--- src/rtl/refund_dispenser.sv ---
// Pays out money - price greedily, one coin per coin_valid/coin_ack handshake, across 4 channels.
// Latency: first coin_valid 3 cycles after start; each later coin 1 SELECT cycle after the previous ack.
// Backpressure: a presented coin (coin_valid, coin_sel) is held until coin_ack; start is ignored while busy.
module refund_dispenser #(
    parameter int W    = 13,
    parameter int DEN0 = 100,
    parameter int DEN1 = 25,
    parameter int DEN2 = 10,
    parameter int DEN3 = 5
) (
    input  logic         clk,
    input  logic         rst_n,
    input  logic         start,
    input  logic [W-1:0] price,
    input  logic [W-1:0] money,
    input  logic [3:0]   coin_empty,
    input  logic         coin_ack,
    output logic         busy,
    output logic         coin_valid,
    output logic [1:0]   coin_sel,
    output logic [W-1:0] refund,
    output logic [W-1:0] remaining,
    output logic         done,
    output logic         err_funds,
    output logic         residue
);

    typedef enum logic [2:0] {IDLE, CHECK, SELECT, DISPENSE, FINISH, ERROR} state_t;

    state_t       state;
    logic [W-1:0] price_q;
    logic [W-1:0] money_q;
    logic         pick_ok;
    logic [1:0]   pick_idx;

    function automatic logic [W-1:0] den(input logic [1:0] idx);
        case (idx)
            2'd0:    den = W'(DEN0);
            2'd1:    den = W'(DEN1);
            2'd2:    den = W'(DEN2);
            default: den = W'(DEN3);
        endcase
    endfunction

    // Scan from the smallest coin upward so the largest usable coin wins.
    always_comb begin
        pick_ok  = 1'b0;
        pick_idx = 2'd0;
        for (int i = 3; i >= 0; i--) begin
            if (!coin_empty[i] && den(2'(i)) <= remaining && remaining != '0) begin
                pick_ok  = 1'b1;
                pick_idx = 2'(i);
            end
        end
    end

    always_ff @(posedge clk or negedge rst_n) begin
        if (!rst_n) begin
            state      <= IDLE;
            price_q    <= '0;
            money_q    <= '0;
            busy       <= 1'b0;
            coin_valid <= 1'b0;
            coin_sel   <= 2'd0;
            refund     <= '0;
            remaining  <= '0;
            done       <= 1'b0;
            err_funds  <= 1'b0;
            residue    <= 1'b0;
        end else begin
            done      <= 1'b0;
            err_funds <= 1'b0;
            residue   <= 1'b0;
            case (state)
                IDLE: begin
                    if (start) begin
                        price_q <= price;
                        money_q <= money;
                        busy    <= 1'b1;
                        state   <= CHECK;
                    end
                end
                CHECK: begin
                    if (money_q < price_q) begin
                        refund    <= '0;
                        remaining <= '0;
                        err_funds <= 1'b1;
                        state     <= ERROR;
                    end else begin
                        refund    <= money_q - price_q;
                        remaining <= money_q - price_q;
                        state     <= SELECT;
                    end
                end
                SELECT: begin
                    if (pick_ok) begin
                        coin_sel   <= pick_idx;
                        coin_valid <= 1'b1;
                        state      <= DISPENSE;
                    end else begin
                        done    <= 1'b1;
                        residue <= (remaining != '0);
                        state   <= FINISH;
                    end
                end
                DISPENSE: begin
                    // The selected coin never exceeds remaining, so this cannot wrap.
                    if (coin_ack) begin
                        remaining  <= remaining - den(coin_sel);
                        coin_valid <= 1'b0;
                        state      <= SELECT;
                    end
                end
                FINISH, ERROR: begin
                    busy  <= 1'b0;
                    state <= IDLE;
                end
                default: begin
                    busy       <= 1'b0;
                    coin_valid <= 1'b0;
                    state      <= IDLE;
                end
            endcase
        end
    end

endmodule

--- config.mk ---
export PLATFORM = sky130hd
export DESIGN_NAME = refund_dispenser
export DESIGN_NICKNAME = d
export VERILOG_FILES = /design/src/rtl/refund_dispenser.sv
export SDC_FILE = /design/constraint.sdc
export NUM_CORES = 1
export LEC_CHECK = 0
export CAP_MARGIN = 20
export CORE_ASPECT_RATIO = 1.1
export CORE_UTILIZATION = 50
export CTS_CLUSTER_DIAMETER = 80
export DETAILED_ROUTE_END_ITERATION = 16
export GPL_TIMING_DRIVEN = 1
export PLACE_DENSITY_LB_ADDON = 0.12
export SYNTH_ARGS = -nofsm -noshare
export SYNTH_HDL_FRONTEND = slang
export SYNTH_SLANG_ARGS = --single-unit
--- constraint.sdc ---
create_clock -name clk -period 5.36 [get_ports clk]
set_input_delay 0.536 -clock clk [delete_from_list [all_inputs] [get_ports clk]]
set_output_delay 0.536 -clock clk [all_outputs]
set_load 0.03 [all_outputs]
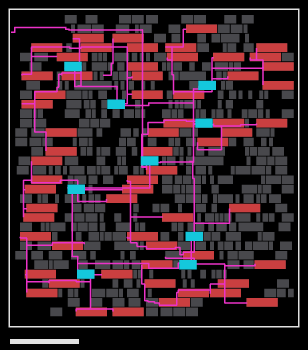
clk_routes.png
The bar under the picture is 20 µm long.
[cyan] clock drivers | count: 9
[magenta] clock wires | length: 890 µm
[red] flip-flops | count: 62
routed clock nets: 10
flops lie: spread over the die
clock network power: 0.484 mW
clock group share of total power: 13.9%
insertion delay of the later-clocked pin in the worst-skew pair: 0.35 ns

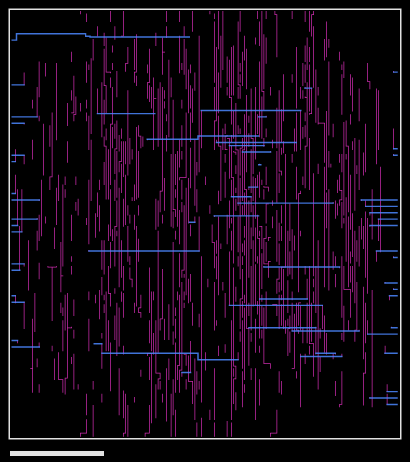
wires.png
The bar under the picture is 20 µm long. Two of the layers only.
[magenta] metal 2 | wire length: 4,110 µm
[blue] metal 3 | wire length: 417 µm
gr usage total: 23.57%
Total Routed Length: 8186 µm

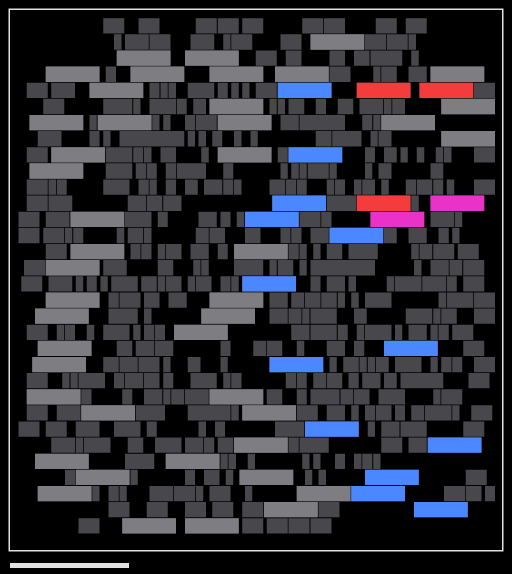
flops_by_reg.png
The bar under the picture is 20 µm long. Other sequential cells in the stronger gray, the rest of the logic in the fainter gray.
[magenta] coin_sel | flops: 2
[red] state | flops: 3
[blue] remaining | flops: 13
post-layout utilization of the core: 65.38%
Seq area share: 33.87%
Sequential Power: 0.831 mW
sequential cell area: 1551 µm²

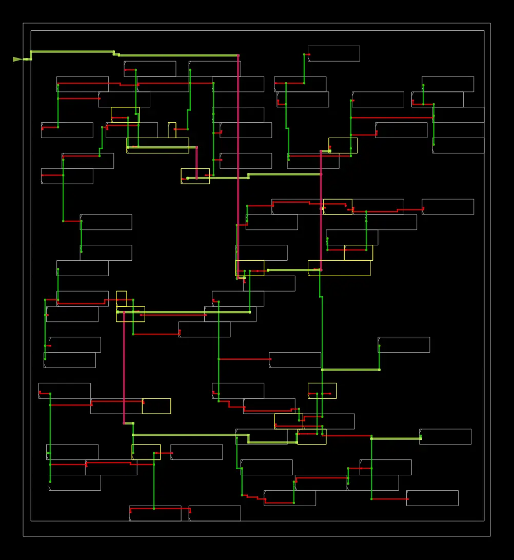
clocks.png
number of clock buffers in the layout: 13
clock skew: 0.009554 ns

==> impl_metrics.json <==
{
  "status": "completed",
  "synth_top_area_share_pct": 43.01,
  "synth.avg_cell_area_um2": 9.369,
  "ys_seq_share_pct": 43.01,
  "synth_area_in_simple_gates_pct": 16.09,
  "grt_antenna_before_repair": 0,
  "post-place-ws_ns": 2.694,
  "p_per_area_nw_per_um2": 762.7,
  "finalNetCount": 513,
  "critPathCaptureType": "register",
  "layout.cells.non_filler": 544,
  "yosys-stat-area_um2": 3607,
  "die_ar_um2": 7558,
  "postSynthRegisterBits": 62,
  "enable_flop_cells": 0,
  "post_synth_mux_share_pct": 4.336,
  "max_freq_mhz": 370.9,
  "final.setup.tns_ns": 0,
  "post_cts_buffers": 0,
  "maxPowerGroup": "combinational cells",
  "timing.hold.ws_ns": 0.3392,
  "log.warning_count": 28,
  "final_layout_top_logic_cells": "sky130_fd_sc_hd__clkdlybuf4s50_1, sky130_fd_sc_hd__dfrtp_1, sky130_fd_sc_hd__nand2_1, sky130_fd_sc_hd__o21ai_0",
  "cp_num_cells": 7,
  "async_reset_ff_share_pct": 100.0,
  "avgRoutedWirePerCell_um": 15.05,
  "cts_inserted_buffers": 9,
  "cp_slowest_stage_delay_ns": 0.75,
  "vias_per_cell": 5.599,
  "worst_slew_pin_slew_ns": 0.9301,
  "dieHeight_um": 91.08,
  "worst-r2r-setup-slack_ns": 2.66,
  "vdd_ir_drop_max_mv": 0.3531,
  "timing.critical_path.arrival_ns": 2.93,
  "cts-htree-levels": 3,
  "worstReg2RegStart": "money_q[4]",
  "detail-route-antenna-nets": 0,
  "critPathTopFamily": "AND-OR/OR-AND gates",
  "switching_power_mw": 1.598,
  "worst_slack_ns": 2.664,
  "fillers": 601,
  "post-route-drc-count": 0,
  "final_slew_violations": 0,
  "design.core.area_um2": 7007,
  "cap_viol_max_count": 0,
  "synth.cellmix.adderShare_pct": 9.088,
  "combinationalPower_mw": 2.18,
  "ys.warnings.count": 0,
  "yosys-top-cells-count": "sky130_fd_sc_hd__dfrtp_1, sky130_fd_sc_hd__nand2_1, sky130_fd_sc_hd__o21ai_0",
  "min_period_ns": 2.696,
  "power.total_mw": 3.494
}
==> metal layers <==
metal,vias to the layer above,global-route usage (%),wire length (µm)
met3,10,4.909,416
li1,1505,-,-
met4,0,8.046,85
met1,1451,29.54,3569
met5,-,0,0
met2,80,40.37,4114
==> sequential cells by signal (all words and copies together) (netlist names), 2 cells and up <==
signal and flops:
state 3, coin_sel 2, money_q 13, refund 13, price_q 13, remaining 13
==> cell type report <==
class / instances / area (µm²) / area share [%]
clock inverters: 3 / 65.06 / 1.420
inverters: 26 / 97.59 / 2.131
repair buffers: 69 / 678.2 / 14.80
flip-flops and latches: 62 / 1551 / 33.87
well taps: 85 / 106.4 / 2.322
multi-input cells: 286 / 1913 / 41.76
clock buffers: 13 / 168.9 / 3.688
Power figures rest on the tool's default switching activity, not on a simulated workload.
